$ cat config.mk
export PLATFORM = sky130hd
export DESIGN_NAME = sc_et_scheduler
export DESIGN_NICKNAME = d
export VERILOG_FILES = /design/src/rtl/sc_et_scheduler.sv
export SDC_FILE = /design/constraint.sdc
export NUM_CORES = 1
export LEC_CHECK = 0
export CAP_MARGIN = 20
export CORE_MARGIN = 2
export CORE_UTILIZATION = 48
export CTS_BUF_LIST = sky130_fd_sc_hd__clkbuf_16
export CTS_CLUSTER_DIAMETER = 200
export DETAILED_ROUTE_END_ITERATION = 16
export PLACE_DENSITY = 0.77
export SYNTH_ARGS = -nofsm -noshare
export SYNTH_HDL_FRONTEND = slang
export SYNTH_SLANG_ARGS = --single-unit
$ cat constraint.sdc
create_clock -name clk -period 2.6 [get_ports clk]
set_clock_uncertainty 0.2 [all_clocks]
set_input_delay 0.39 -clock clk [delete_from_list [all_inputs] [get_ports clk]]
set_output_delay 0.39 -clock clk [all_outputs]
set_load 0.005 [all_outputs]
$ cat src/rtl/sc_et_scheduler.sv
// Job-level controller for one stochastic-computing lane with variable early termination.
// Accepts a job, drives the ET unit and SNGs, counts stream bits and returns the result.
module sc_et_scheduler #(
    parameter int CTR_WIDTH = 8,
    parameter int LEN_WIDTH = 10,
    parameter int LAT       = 2
) (
    input  logic                 clk,
    input  logic                 rst,
    input  logic                 job_valid,
    output logic                 job_ready,
    input  logic [CTR_WIDTH-1:0] job_nmin,
    input  logic [LEN_WIDTH-1:0] job_nmax,
    output logic [CTR_WIDTH-1:0] et_nmin,
    output logic                 et_clr,
    input  logic                 et_done,
    output logic                 sng_clr,
    output logic                 sng_en,
    input  logic                 bit_in,
    output logic                 res_valid,
    input  logic                 res_ready,
    output logic [LEN_WIDTH-1:0] res_ones,
    output logic [LEN_WIDTH-1:0] res_len,
    output logic                 res_early
);

    typedef enum logic [2:0] {
        S_IDLE,
        S_LOAD,
        S_RUN,
        S_FLUSH,
        S_DONE
    } state_t;

    state_t               state, state_nx;
    logic [LEN_WIDTH-1:0] cap;
    logic [LEN_WIDTH-1:0] issued;
    logic [LEN_WIDTH-1:0] ones;
    logic                 early, early_nx;
    logic [LAT-1:0]       vpipe;
    logic [LAT:0]         vshift;
    logic                 accept;
    logic                 at_cap;
    logic                 bit_valid;

    // job_ready is only ever high in IDLE, so it alone qualifies an accept
    assign accept    = job_valid & job_ready;
    assign at_cap    = (issued == cap);
    assign vshift    = {vpipe, sng_en};
    assign bit_valid = vpipe[LAT-1];

    assign res_len   = issued;
    assign res_ones  = ones;
    assign res_early = early;

    always_comb begin
        state_nx  = state;
        early_nx  = early;
        et_clr    = 1'b0;
        sng_clr   = 1'b0;
        sng_en    = 1'b0;
        res_valid = 1'b0;
        case (state)
            S_IDLE: begin
                if (accept) state_nx = S_LOAD;
            end
            S_LOAD: begin
                et_clr   = 1'b1;
                sng_clr  = 1'b1;
                state_nx = S_RUN;
            end
            S_RUN: begin
                sng_en = ~et_done & ~at_cap;
                // cap is checked first so it wins over a simultaneous et_done
                if (at_cap) begin
                    early_nx = 1'b0;
                    state_nx = S_FLUSH;
                end else if (et_done) begin
                    early_nx = 1'b1;
                    state_nx = S_FLUSH;
                end
            end
            S_FLUSH: begin
                if (vpipe == '0) state_nx = S_DONE;
            end
            S_DONE: begin
                res_valid = 1'b1;
                if (res_ready) state_nx = S_IDLE;
            end
            default: state_nx = S_IDLE;
        endcase
    end

    always_ff @(posedge clk or posedge rst) begin
        if (rst) begin
            state     <= S_IDLE;
            job_ready <= 1'b0;
            et_nmin   <= '0;
            cap       <= '0;
            issued    <= '0;
            ones      <= '0;
            early     <= 1'b0;
            vpipe     <= '0;
        end else begin
            state     <= state_nx;
            job_ready <= (state_nx == S_IDLE);
            early     <= early_nx;
            vpipe     <= vshift[LAT-1:0];
            if (accept) begin
                et_nmin <= job_nmin;
                cap     <= job_nmax;
                issued  <= '0;
                ones    <= '0;
                early   <= 1'b0;
            end else begin
                if (sng_en)             issued <= issued + LEN_WIDTH'(1);
                if (bit_valid & bit_in) ones   <= ones + LEN_WIDTH'(1);
            end
        end
    end

endmodule

### Local utilization, run 1

(4 px per um) The die is cut into 7 by 7 equal tiles; white is low, dark blue is high, 0 to 100% covered.
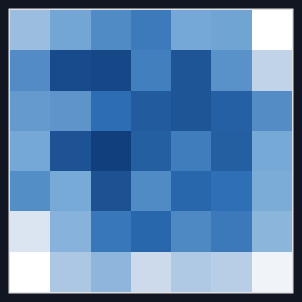
- tiles over 75% full: 29%
- fullest tile: 94%
- densest ninth of the die: middle
- mean over tiles: 58%
- emptiest ninth of the die: bottom left
standard cell core area: 4290 um^2
fp util: 49.5%

### Routed clock nets over the placement, run 1

(8 px per um)
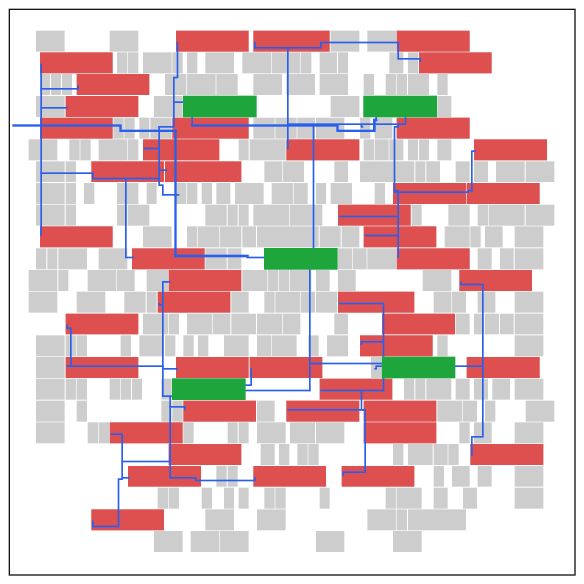
- clock wires: blue (length 517 um)
- flip-flops: red (count 45)
- clock-net drivers: green (count 5)
- flops lie: all over the die
Clock power frac: 22.0%
Skew-Pair Late Insertion Delay: 0.28 ns
Clock Power: 581 uW

### Routing congestion map, run 1

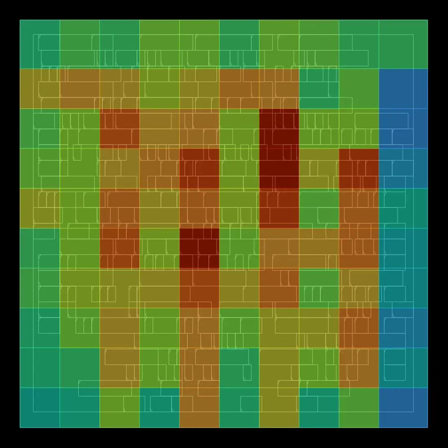
met3 Usage GRT: 5.98%
GRT Max-Usage Layer: met2
met2 GRT Util: 32.4%
met1 usage: 26.6%

==> results.yml, run 1 <==
# synthesis and place-and-route metrics
final_layout:
  buffer_area_share_pct: 22.3
  sh_comb_area_pct: 31.4
  inv_count: 9
  layout_top_cell: "nand2_1"
  drive_gt1_share_pct: 8.67
  antenna_cells: 0
  logic_gate_count: 171
  clkbuf_count: 5
  seq_area_um2: 1130
  utilization_pct: 68.8
  num-nets-final: 325
clock_tree:
  clockBufferDepth: 2
  cts_setup_buffers: 0
  cts_root_buf: "clkbuf_16"
  clkTransAtPathRegs_ns: 0.06
  cts_hold_buf: 0
  numCtsBuffers: 5
grt:
  antenna_found_initial: 0
  grt_max_degree: 46
  grt_first_pass_wirelength_um: 7960
final_timing:
  post-route-period-util_pct: 95.7
  slew_headroom_pct: 70.3
  slew_violations: 0
  worst_hold_slack_ns: 0.216
  hold_viol_final: 0
  fin_crit_ns: 2.49
synth:
  ys_seq_elements: 45
  simple_gate_area_share_pct: 27.0
  ys_seq_share_pct: 53.0
  ys_sh_xor_pct: 6.18
  avgSynthCellArea_um2: 9.08
placed_design:
  port_buffers: 57
  hpwl_um: 3230
  pre_cts_ws_ns: 0.263
  dp_cells: 341
run:
  drv_cap: 0
  warnings: 26
route:
  dr_wl_met3_um: 250
  drcViolationCount: 0
  antenna_left: 0
  drt-total-wl_um: 4640
  drt_iter0_markers: 102
critical_path:
  arrival_ns: 1.90
  critPathKind: "flop to output pin"
  required_ns: 2.01
status:
  status: "completed"
power:
  ir_worst_vdd_mv: 0.541
hold_path:
  min-delay-start: "vpipe[0]"
-- run 1: worst max-delay path, cell delays in order (launching register included) --
cell and delay (ns):
dfrtp_1 0.49, nor3b_4 0.38, nor2b_1 0.23, clkdlybuf4s50_1 0.52
-- run 1: power by group through the flow --
stage,Combinational [mW],Sequential (mW),Clock [mW]
floorplan,0.520,1.09,0
global placement,0.890,1.13,0
detailed placement,0.908,1.14,0
CTS,0.916,1.13,0.594
global route,1.04,1.16,0.634
finish,0.926,1.13,0.581
-- run 1: kinds of logic after synthesis --
| logic type | Yosys count |
|---|---|
| buffers and inverters | 18 |
| AND/OR/NAND/NOR | 121 |
| AND-OR/OR-AND | 31 |
| adder cells (fa/ha/maj) | 2 |
| XOR/XNOR | 15 |
| multiplexers | 2 |
| flip-flops | 45 |
-- run 1: flip-flops by register name (all words and copies together) (netlist names) --
signal / flops
res_ones: 10
cap: 10
res_len: 10
state: 3
job_ready: 1
res_early: 1
vpipe: 2
et_nmin: 8
-- run 1: cell usage after synthesis (all sizes together) --
cell | n | share of area, %
and3 | 1 | 0.35
nand2b | 1 | 0.29
buf | 4 | 1.1
o211ai | 2 | 0.71
nand2 | 75 | 13
and2 | 1 | 0.29
a21o | 1 | 0.35
or3 | 9 | 2.9
xor2 | 1 | 0.41
a211oi | 1 | 0.35
or4 | 5 | 1.8
mux2i | 2 | 0.94
nor2b | 1 | 0.29
o22ai | 1 | 0.29
o31ai | 3 | 1.1
nor2 | 10 | 1.8
nor3 | 6 | 1.4
inv | 9 | 1.6
nor3b | 2 | 1.2
a21oi | 13 | 3.1
xnor2 | 14 | 5.8
ha | 2 | 1.2
clkbuf | 5 | 0.88
o21ai | 10 | 2.4
nand3 | 4 | 0.94
dfrtp | 45 | 53
nand4 | 6 | 2.5
### Wiring by layer, run 1

(8 px per um) Only two layers are drawn.
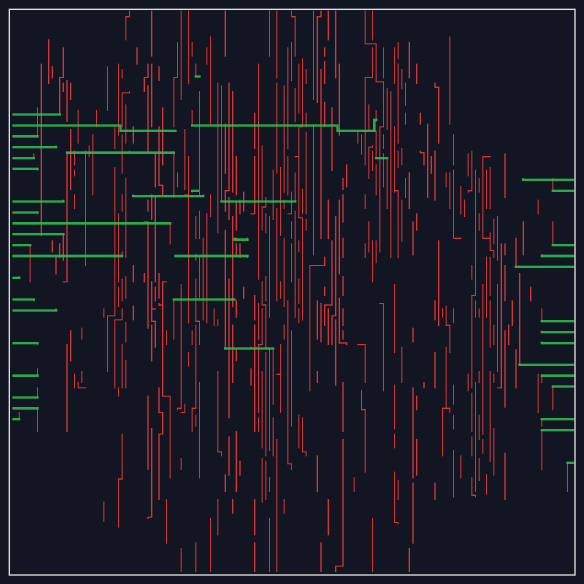

--- run 2 (diff from run 1) ---
--- a/config.mk
+++ b/config.mk
@@ -5,13 +5,14 @@
 export SDC_FILE = /design/constraint.sdc
 export NUM_CORES = 1
 export LEC_CHECK = 0
+export ABC_AREA = 1
 export CAP_MARGIN = 20
 export CORE_MARGIN = 2
 export CORE_UTILIZATION = 48
 export CTS_BUF_LIST = sky130_fd_sc_hd__clkbuf_16
 export CTS_CLUSTER_DIAMETER = 200
 export DETAILED_ROUTE_END_ITERATION = 16
-export PLACE_DENSITY = 0.77
+export PLACE_DENSITY = 0.76
 export SYNTH_ARGS = -nofsm -noshare
 export SYNTH_HDL_FRONTEND = slang
 export SYNTH_SLANG_ARGS = --single-unit
### Wiring by layer, run 2

(8 px per um) Only two layers are drawn.
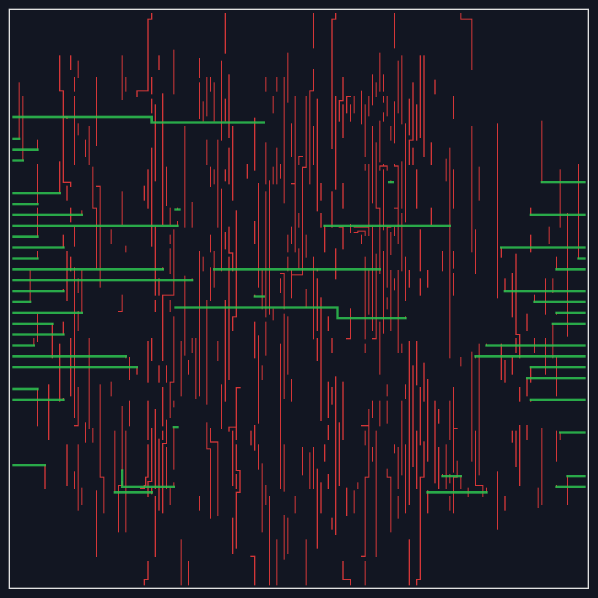
- M2: red (wire length 2200 um)
- M3: green (wire length 397 um)
gr usage total: 19.9%
Detailed Route WL: 4900 um
DR vias: 1965

### Routing congestion map, run 2

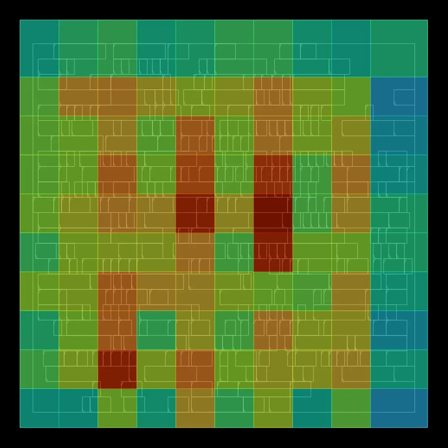
Final Util: 68.0%
met3 Usage GRT: 6.25%
met2 GRT Util: 32.4%
met1 usage: 25.3%

==> run 2 against run 1 <==
  * Non-clock buffer count down 7
  * Power increased by 2.8%
  * Critical path type unchanged
  * Combinational power is 7.5% higher
  * Wire length is 5.6% higher
==> results.yml, run 2 <==
# synthesis and place-and-route metrics
synth:
  async_flop_share_pct: 100
  edf_count: 0
  ys_seq_share_pct: 50.4
  top_cells_by_area: "dfrtp_1 50%, nand2_1 17%, nand3_1 4.7%, inv_1 4.2%, nor2_1 3.7%"
  flop_cell: "dfrtp_1"
  synth_area_leader_cell: "dfrtp_1"
  top_cell_area_share_pct: 50.4
  top_cell: "nand2_1"
  avgSynthCellArea_um2: 7.83
final_timing:
  hold_viol_final: 0
  post-route-period-util_pct: 95.9
  slew_violations: 0
  fin_crit_ns: 2.49
power:
  ir_worst_vdd_mv: 0.574
final_layout:
  num-nets-final: 369
  buffer_area_share_pct: 19.8
  logic_gate_count: 203
  sh_comb_area_pct: 32.2
  inv_count: 28
  drive_gt1_share_pct: 8.72
  clkbuf_count: 5
hold_path:
  min-delay-start: "vpipe[0]"
route:
  dr_wl_met3_um: 396
  drt_iter0_markers: 161
status:
  status: "completed"
clock_tree:
  cts_root_buf: "clkbuf_16"
  clockBufferDepth: 2
placed_design:
  hpwl_um: 3440
  dp_cells: 388
  pre_cts_ws_ns: 0.321
grt:
  grt_max_degree: 37
  top_usage_layer: "met2"
  antenna_found_initial: 0
critical_path:
  arrival_ns: 1.90
  required_ns: 2.01
  critPathKind: "flop to output pin"
run 2: netlist changes by cell type after synthesis, moves of 4 or more:
cell | before | now
nand2_1 | 75 | 104
nand3_1 | 4 | 21
inv_1 | 9 | 25
nor2_1 | 10 | 22
xnor2_1 | 14 | 4
or3_1 | 8 | 0
nor3_1 | 6 | 12
a21oi_1 | 13 | 8
or4_1 | 5 | 0
xor2_1 | 1 | 6
nand4_1 | 5 | 1
nor3_2 | 0 | 4
run 2: worst min path at each step:
stage                to  slack [ns]  cells past startpoint
5_1_grt        vpipe[1]        0.20                      0
2_1_floorplan  vpipe[1]        0.15                      0
6_report       vpipe[1]        0.19                      0
3_5_place_dp   vpipe[1]        0.17                      0
4_1_cts        vpipe[1]        0.19                      0
3_3_place_gp   vpipe[1]        0.18                      0
run 2: kinds of logic (layout without fill, tap and decap cells):
group / count (synthesis) / in the layout / share of synthesized area, %
AND-OR/OR-AND: 19 / 19 / 4.43
XOR/XNOR: 10 / 10 / 3.92
adder cells (fa/ha/maj): 2 / 2 / 1.12
buffers and inverters: 37 / 96 / 6.78
flip-flops: 45 / 45 / 50.4
AND/OR/NAND/NOR: 172 / 172 / 33.3
run 2: worst max-delay path, stage by stage (launching register included):
cell and delay, ns:
dfrtp_1 0.45, or2_1 0.25, a21oi_2 0.15, nand3_2 0.11, nand2_1 0.14, nor2_4 0.06
clkdlybuf4s50_1 0.45
run 2: repair_timing:
action,in CTS,in global routing
hold endpoints to repair,0,0
resized,0,7
setup endpoints to repair,0,1
hold buffers,0,0
run 2: report_power, final:
group | switching, mW | total [mW] | internal [mW]
logic | 0.505 | 0.995 | 0.490
registers | 0.181 | 1.11 | 0.927
clock network | 0.259 | 0.608 | 0.349
total | 0.945 | 2.71 | 1.77
--- run 3 (diff from run 2) ---
--- a/config.mk
+++ b/config.mk
@@ -8,11 +8,12 @@
 export ABC_AREA = 1
 export CAP_MARGIN = 20
 export CORE_MARGIN = 2
-export CORE_UTILIZATION = 48
+export CORE_UTILIZATION = 62
 export CTS_BUF_LIST = sky130_fd_sc_hd__clkbuf_16
 export CTS_CLUSTER_DIAMETER = 200
 export DETAILED_ROUTE_END_ITERATION = 16
-export PLACE_DENSITY = 0.76
+export DONT_BUFFER_PORTS = 1
+export PLACE_DENSITY = 0.78
 export SYNTH_ARGS = -nofsm -noshare
 export SYNTH_HDL_FRONTEND = slang
 export SYNTH_SLANG_ARGS = --single-unit
==> run 3 against run 2 <==
  * Cell area down 20%
  * Cell count down 16%
  * Sequential share of layout area up 9.0 points
  * Maximum frequency up 18%
  * Worst hold slack worse by 0.17 ns
  * Global-route usage up 3.3 points
  * Power down 12%
==> results.yml, run 3 <==
# synthesis and place-and-route metrics
status:
  status: "completed"
placed_design:
  dp_cells: 325
  port_buffers: 0
  hpwl_um: 3050
  gp_congestion: 0.858
  pre_cts_ws_ns: 0.728
synth:
  synth_nets: 311
  edf_count: 0
  flop_cell: "dfrtp_1"
  synth_chip_area_um2: 2230
  yosysWarnings: 0
  synth_cells: 285
  top_cell: "nand2_1"
  avgSynthCellArea_um2: 7.83
  async_flop_share_pct: 100
  ys_seq_share_pct: 50.4
  top_cell_area_share_pct: 50.4
  yosys.cell_types.count: 26
  yosys_cells: 285
  synth_area_leader_cell: "dfrtp_1"
  top_cells_by_area: "dfrtp_1 50%, nand2_1 17%, nand3_1 4.7%, inv_1 4.2%, nor2_1 3.7%"
clock_tree:
  cts.htree.levels: 2
  clockBufferDepth: 2
  cts_root_buf: "clkbuf_16"
  clock_sinks: 45
critical_path:
  critPathKind: "flop to output pin"
  crit_fanout: 5
  worst-path-buf-inv: 1
  critical_path.top_delay_family: "simple AND/OR/NAND/NOR gates"
  max_stage_delay_ns: 0.44
  end_kind: "output pin"
  slowest_stage: "nor3_1"
  path_cells: "nor3_1, inv_1, nor2_2"
  required_ns: 2.01
  cp.depth: 3
  arrival_ns: 1.52
final_layout:
  stdcell_area_um2: 2410
  drive_gt1_share_pct: 7.29
  final_cell_mix: "104 x nand2_1, 45 x dfrtp_1, 27 x inv_1"
  num-nets-final: 313
  area_growth_pct: 8.07
  layout_top_cell: "nand2_1"
  utilization_pct: 71.2
grt:
  grt_use_met1_pct: 31.0
  overflow: 0
  met2_usage_pct: 36.1
  met3_usage_pct: 5.99
  top_usage_layer: "met2"
  grt_max_degree: 46
  antenna_found_initial: 0
  grt_use_total_pct: 23.2
power:
  internal_power_mw: 1.52
  p_comb_share_pct: 28.5
  power_mw: 2.38
  power_frac_seq_pct: 47.3
  p_sw_share_pct: 36.4
  p_switching_uw: 866
  p_clk_share_pct: 24.2
  pwr_density_cell_nw_per_um2: 987
route:
  drt_iter0_markers: 176
  wl_per_cell_um: 12.9
final_timing:
  setup_tns_ns: 0
  finalWorstSetupSlack_ns: 0.486
  fin_crit_ns: 2.11
  hold_viol_final: 0
  post-route-period-util_pct: 81.3
  slew_violations: 0
  fmax_ghz: 0.473
  slew_headroom_pct: 61.1
hold_path:
  hold_depth: 2
floorplanning:
  pin_count: 58
==> run 3: layout make-up <==
class                           instances  area, um^2
Inverter                               28         105
Clock buffer                            5         125
Tap cell                               46        57.6
Timing Repair Buffer                    4        32.5
Fill cell                             253         977
Clock inverter                          3        11.3
Sequential cell                        45        1130
Multi-Input combinational cell        203         955
==> run 3: final timing paths <==
path,startpoint,to
max in group asynchronous,rst,cap[4]
min in group asynchronous,rst,res_ones[4]
max,state[0],sng_en
min reg2reg,vpipe[0],vpipe[1]
max reg2reg,res_len[0],res_len[7]
min,job_nmin[2],et_nmin[2]
==> run 3: worst reg2reg max path: stages (launching register included) <==
cell and delay (ns):
dfrtp_1 0.47, inv_1 0.11, nand2_1 0.05, nand2_1 0.05, nand2_1 0.06, nor2_1 0.11
nand3_2 0.12, nand3_2 0.20, nand2_1 0.24, nand2_1 0.11, nand2_1 0.06
==> run 3: power by group through the flow <==
stage / registers (mW) / logic [mW] / clock network (mW)
after floorplan: 1.09 / 0.575 / 0
after global placement: 1.14 / 0.658 / 0
after detailed placement: 1.13 / 0.685 / 0
after CTS: 1.13 / 0.685 / 0.588
after global routing: 1.16 / 0.795 / 0.615
final: 1.13 / 0.678 / 0.577
==> run 3: layer usage <==
metal  up-vias  part of all wire [%]
met4         0                   1.0
met3         4                   6.7
met2        66                    45
met1       804                    47
met5         -                     0
li1        895                     -
==> run 3: cells by family after synthesis <==
kind of cell / Yosys count / synth area share, %
buffers and inverters: 37 / 6.78
DFF: 45 / 50.4
and+or+nand+nor: 172 / 33.3
AOI/OAI and AO/OA: 19 / 4.43
adders and majority gates: 2 / 1.12
xor gates and xnor gates: 10 / 3.92
==> run 3: timing repair <==
item                                   in CTS  in global routing
endpoints found under the hold margin      45                  0
resized                                     0                  0
hold buffers                                1                  0
### Wiring by layer, run 3

(10 px per um) Only two layers are drawn.
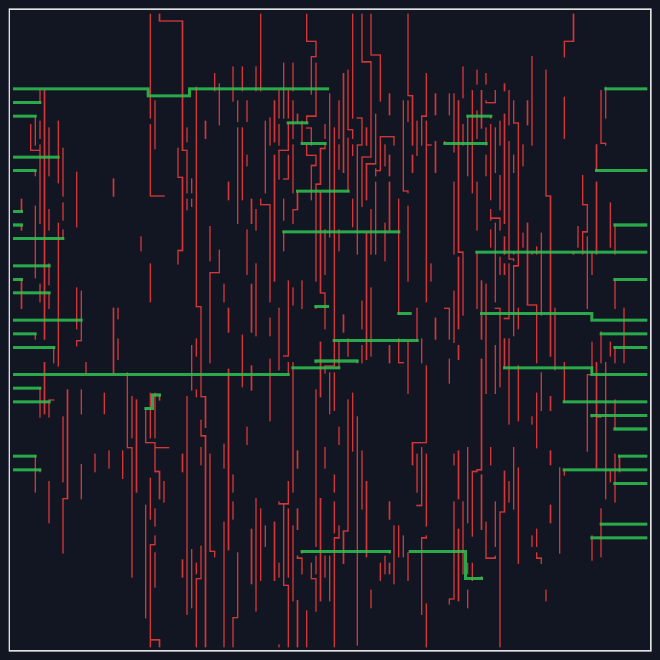
- M3: green (wire length 288 um)
- M2: red (wire length 1950 um)
DR vias: 1769
Detailed Route WL: 4320 um

### Floorplan with the power grid, run 3

(8 px per um) Pins as bars on the die edge.
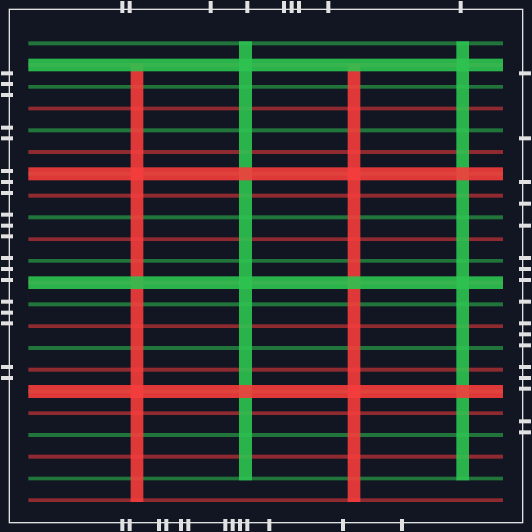
- VSS: red
- VDD: green
- rows: 21
- met1 rails: 22
- met4 straps: 4
DIE HEIGHT: 64 um
Chip Width: 64 um
standard cell core area: 3390 um^2
VDD IR max: 0.740 mV

Power figures rest on the tool's default switching activity, not on a simulated workload.
